[src/rtl/plot_scheduler.sv]
// plot_scheduler: time-multiplexes one VGA plot port between up to eight
// sprite draw units. Each frame_tick runs one pass: for every enabled sprite,
// in ascending index order, the unit is restarted once to erase its old image
// and once more to draw the new one. The scheduler forwards the unit's pixel
// stream to the plot port while it waits for the unit's done flag.
//
// Optional feature: define PLOT_SCHED_TIMEOUT_EN to add a wait-phase watchdog.
// A wait phase that lasts TIMEOUT cycles without done is forced to finish and
// sets the sticky timeout_err_o flag. Without the macro the wait phases wait
// indefinitely and timeout_err_o is tied low.
module plot_scheduler #(
  parameter int         NUM_SPRITES  = 7,
  parameter logic [2:0] DRAW_COLOUR  = 3'b111,
  parameter logic [2:0] ERASE_COLOUR = 3'b000,
  parameter int         TIMEOUT      = 32
) (
  input  logic                     clock_i,
  input  logic                     reset_i,
  input  logic                     frame_tick_i,
  input  logic [NUM_SPRITES-1:0]   sprite_en_i,
  input  logic [NUM_SPRITES-1:0]   done_i,
  input  logic [8*NUM_SPRITES-1:0] x_in_i,
  input  logic [7*NUM_SPRITES-1:0] y_in_i,
  output logic [NUM_SPRITES-1:0]   start_o,
  output logic [2:0]               sel_o,
  output logic [7:0]               plot_x_o,
  output logic [6:0]               plot_y_o,
  output logic [2:0]               colour_o,
  output logic                     plot_o,
  output logic                     busy_o,
  output logic                     pass_done_o,
  output logic                     overrun_o,
  output logic                     timeout_err_o
);

  typedef enum logic [2:0] {
    IDLE,
    SELECT,
    E_START,
    E_WAIT,
    D_START,
    D_WAIT
  } state_t;

  state_t                 state_q;
  logic [NUM_SPRITES-1:0] pending_q;
  logic [2:0]             sel_q;
  logic [NUM_SPRITES-1:0] start_q;
  logic                   busy_q;
  logic                   pass_done_q;
  logic                   overrun_q;

  logic [2:0]             low_idx;
  logic [NUM_SPRITES-1:0] low_mask;
  logic [NUM_SPRITES-1:0] sel_mask;
  logic                   done_sel;
  logic                   in_wait;
  logic                   wait_expired;

  // Lowest pending sprite index, so disabled sprites cost no cycles.
  always_comb begin
    // NOTE: every always_comb output gets a default first so no path can infer a latch.
    low_idx = 3'd0;
    for (int i = NUM_SPRITES - 1; i >= 0; i--) begin
      if (pending_q[i]) begin
        low_idx = 3'(i);
      end
    end
    low_mask = NUM_SPRITES'(1) << low_idx;
  end

  assign sel_mask = NUM_SPRITES'(1) << sel_q;
  assign done_sel = done_i[sel_q];
  assign in_wait  = (state_q == E_WAIT) || (state_q == D_WAIT);

`ifdef PLOT_SCHED_TIMEOUT_EN
  localparam int WD_W = $clog2(TIMEOUT + 1);

  logic [WD_W-1:0] wdog_q;
  logic            timeout_err_q;

  assign wait_expired  = !done_sel && (wdog_q == WD_W'(TIMEOUT - 1));
  assign timeout_err_o = timeout_err_q;

  // Watchdog: cleared in each start state, counts wait cycles, flags expiry.
  always_ff @(posedge clock_i) begin
    if (reset_i) begin
      wdog_q        <= '0;
      timeout_err_q <= 1'b0;
    end else begin
      if ((state_q == E_START) || (state_q == D_START)) begin
        wdog_q <= '0;
      end else if (in_wait && !done_sel) begin
        wdog_q <= wdog_q + 1'b1;
      end
      if (in_wait && wait_expired) begin
        timeout_err_q <= 1'b1;
      end
    end
  end
`else
  assign wait_expired  = 1'b0;
  // TIMEOUT is always positive, so this is a constant 0: there is no watchdog.
  assign timeout_err_o = (TIMEOUT < 0);
`endif

  // Pass sequencer: state, pending mask, selected sprite and registered pulses.
  always_ff @(posedge clock_i) begin
    if (reset_i) begin
      state_q     <= IDLE;
      pending_q   <= '0;
      sel_q       <= 3'd0;
      start_q     <= '0;
      busy_q      <= 1'b0;
      pass_done_q <= 1'b0;
      overrun_q   <= 1'b0;
    end else begin
      // NOTE: pulses default low each cycle; branches below raise them for one cycle only.
      start_q     <= '0;
      pass_done_q <= 1'b0;

      if (frame_tick_i && (state_q != IDLE)) begin
        overrun_q <= 1'b1;
      end

      case (state_q)
        IDLE: begin
          if (frame_tick_i) begin
            pending_q <= sprite_en_i;
            busy_q    <= 1'b1;
            state_q   <= SELECT;
          end
        end
        SELECT: begin
          if (pending_q == '0) begin
            busy_q      <= 1'b0;
            pass_done_q <= 1'b1;
            state_q     <= IDLE;
          end else begin
            sel_q     <= low_idx;
            pending_q <= pending_q & ~low_mask;
            start_q   <= low_mask;
            state_q   <= E_START;
          end
        end
        E_START: state_q <= E_WAIT;
        E_WAIT: begin
          if (done_sel || wait_expired) begin
            start_q <= sel_mask;
            state_q <= D_START;
          end
        end
        D_START: state_q <= D_WAIT;
        D_WAIT: begin
          if (done_sel || wait_expired) begin
            state_q <= SELECT;
          end
        end
        default: state_q <= IDLE;
      endcase
    end
  end

  // The start pulse is also masked by reset itself so none leaves while reset is high.
  assign start_o     = reset_i ? '0 : start_q;
  assign sel_o       = sel_q;
  assign busy_o      = busy_q;
  assign pass_done_o = pass_done_q;
  assign overrun_o   = overrun_q;

  // NOTE: plot is deliberately combinational on done so the last pixel cycle is not over-written.
  assign plot_o   = in_wait && !done_sel;
  assign colour_o = ((state_q == D_START) || (state_q == D_WAIT)) ? DRAW_COLOUR : ERASE_COLOUR;
  assign plot_x_o = x_in_i[8*sel_q +: 8];
  assign plot_y_o = y_in_i[7*sel_q +: 7];

endmodule

[config.mk]
export PLATFORM = sky130hd
export DESIGN_NAME = plot_scheduler
export DESIGN_NICKNAME = d
export VERILOG_FILES = /design/src/rtl/plot_scheduler.sv
export SDC_FILE = /design/constraint.sdc
export NUM_CORES = 1
export LEC_CHECK = 0
export CAP_MARGIN = 40
export CELL_PAD_IN_SITES_DETAIL_PLACEMENT = 0
export CELL_PAD_IN_SITES_GLOBAL_PLACEMENT = 1
export CORE_ASPECT_RATIO = 0.7
export CORE_MARGIN = 2
export CORE_UTILIZATION = 25
export DETAILED_ROUTE_END_ITERATION = 7
export GPL_TIMING_DRIVEN = 0
export PLACE_DENSITY_LB_ADDON = 0.12
export REMOVE_ABC_BUFFERS = 1
export SETUP_SLACK_MARGIN = 0.2
export SLEW_MARGIN = 0
export SYNTH_ARGS = -nofsm -noshare
export SYNTH_HDL_FRONTEND = slang
export SYNTH_SLANG_ARGS = --single-unit
[constraint.sdc]
create_clock -name clock_i -period 2.8 [get_ports clock_i]
set_input_delay 0.56 -clock clock_i [delete_from_list [all_inputs] [get_ports clock_i]]
set_output_delay 0.56 -clock clock_i [all_outputs]
set_load 0.01 [all_outputs]
==> results.txt <==
fresh numbers from the pnr run: Simple Share, Synth=around a quarter, TNS Setup=0 ns, remaining antenna violation count=0, total power=between 1.5 and 2 mW, Startpoint Class=input port, Worst Hold Endpoint=overrun_o, failing checks=DRC, NonClk Buf Share=between 40% and 50%, top sig layer=met4, Clk pwr share=between 10% and 20%, Clock Skew=0.00152 ns, Hold Buf Count CTS=0, area leader, netlist=dfxtp_1, main logic family after synthesis=multiplexers, Final setup viols=0, AO/OA Area Share=between 15 and 20%, vias in the first global route=2397, crit path DAT=around 1.9 ns, dpl cells=between 400 and 500, class of the worst hold path=flop to flop, fillers=779, dominant register cell=dfxtp_1, Max Transition Viols Final=0, crit path DRT=between 2 and 2.5 ns, unrepaired setup endpoints after global routing=no, top-count cell post-synth=nor2_1, Die W=between 100 and 150 um, drt drc=11, GR Layer Usage met3=under 10%, Top cell excl fill/tap=clkdlybuf4s50_1, Pre-Place Util=a little over a quarter, CTS buffer count=3, PwrDens=roughly 430 nW/um2, Period minus WS final=2.47 ns, worst r2r src=state_q[0], hold path startpoint=overrun_o, crit path cell chain=clkdlybuf4s50_1 > mux2i_1 > mux4_2 > and3_1 > clkbuf_2, Total Nets Final=a little over 500, mux share=28.3%, fraction of layout cells with a size suffix above 1=between 10% and 20%, #FFs+latches synth=23, CP Depth=5, grt ovf=0, Worst Setup End Kind=primary output, worst slack, placed=-0.256 ns, headroom to the max-slew limit=a little over two fifths, worst-path fanout max=2, Final Hold Fails=0, Critical Path End=plot_o, synthesized area=just over 2000 um2, WL final=around 8400 um, Top Consumer=combinational cells, Met3 Wirelength=about 600 um, n_diodes=0, YS chip area=2080 um2, top cells, area=dfxtp_1 (22%), mux4_2 (18%), a21oi_1 (10%), mux2i_1 (9.2%), nor2_1 (8.3%), GRT Total Usage=between 10% and 20%, Adder Area Share=0%, Sequential Area=about 470 um2, CP bufs+invs=2, status=finished with violations, CP Class=input port to primary output, Metal-1 WL=~3700 um, met2 WL=approximately 4100 um, cells after synthesis=248, sequential power share=around a quarter, CLK BUF=4
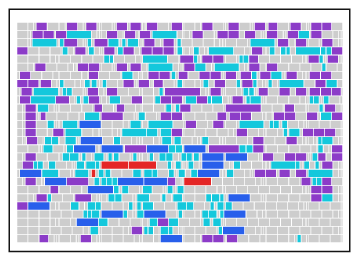
Fig. 1. Placement by cell class.
Drawn at 3 px/um. Fill, decap, tap and diode cells in grey.
Blue marks registers, cells 23, share of their area 12%. Purple marks remaining buffers and delay cells, cells 165, share of their area 46%. Red marks clock drivers and dummy loads, cells 4, share of their area 2.1%. Cyan marks remaining logic cells, cells 198, share of their area 40%.
post-layout util: 48.7%
# rows: 27

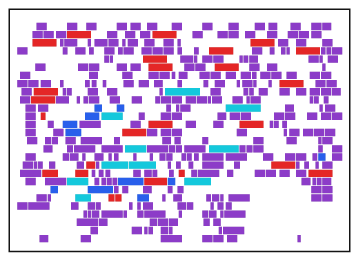
Fig. 2. Sizing map.
Drawn at 3 px/um.
Red marks x2, cells 25. Cyan marks x6 and larger, cells 10. Blue marks x3 and x4, cells 11. Purple marks x1 and smaller, cells 344.
non-clock buffer count: 165
post-route cell area: 3880 um2
final setup margin: 0.335 ns
synthesis-to-layout area growth: 86.9%

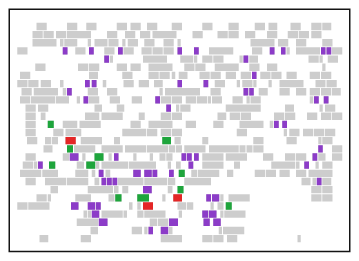
Fig. 3. Gate families picked out.
Drawn at 3 px/um.
Purple marks aoi and oai cells, cells 60, where all over the die. Green marks and/or cells, cells 11. Red marks non-inverting ao/oa cells, cells 3.
non-filler cells, final: 491
Comb area share: 38.1%

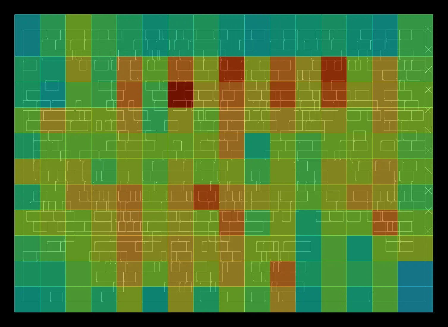
Fig. 4. Track usage over the die.
grt met1 use: 23.8%
met2 Usage GRT: 30.3%

No activity file was given, so power comes from the tool's default toggle rates.
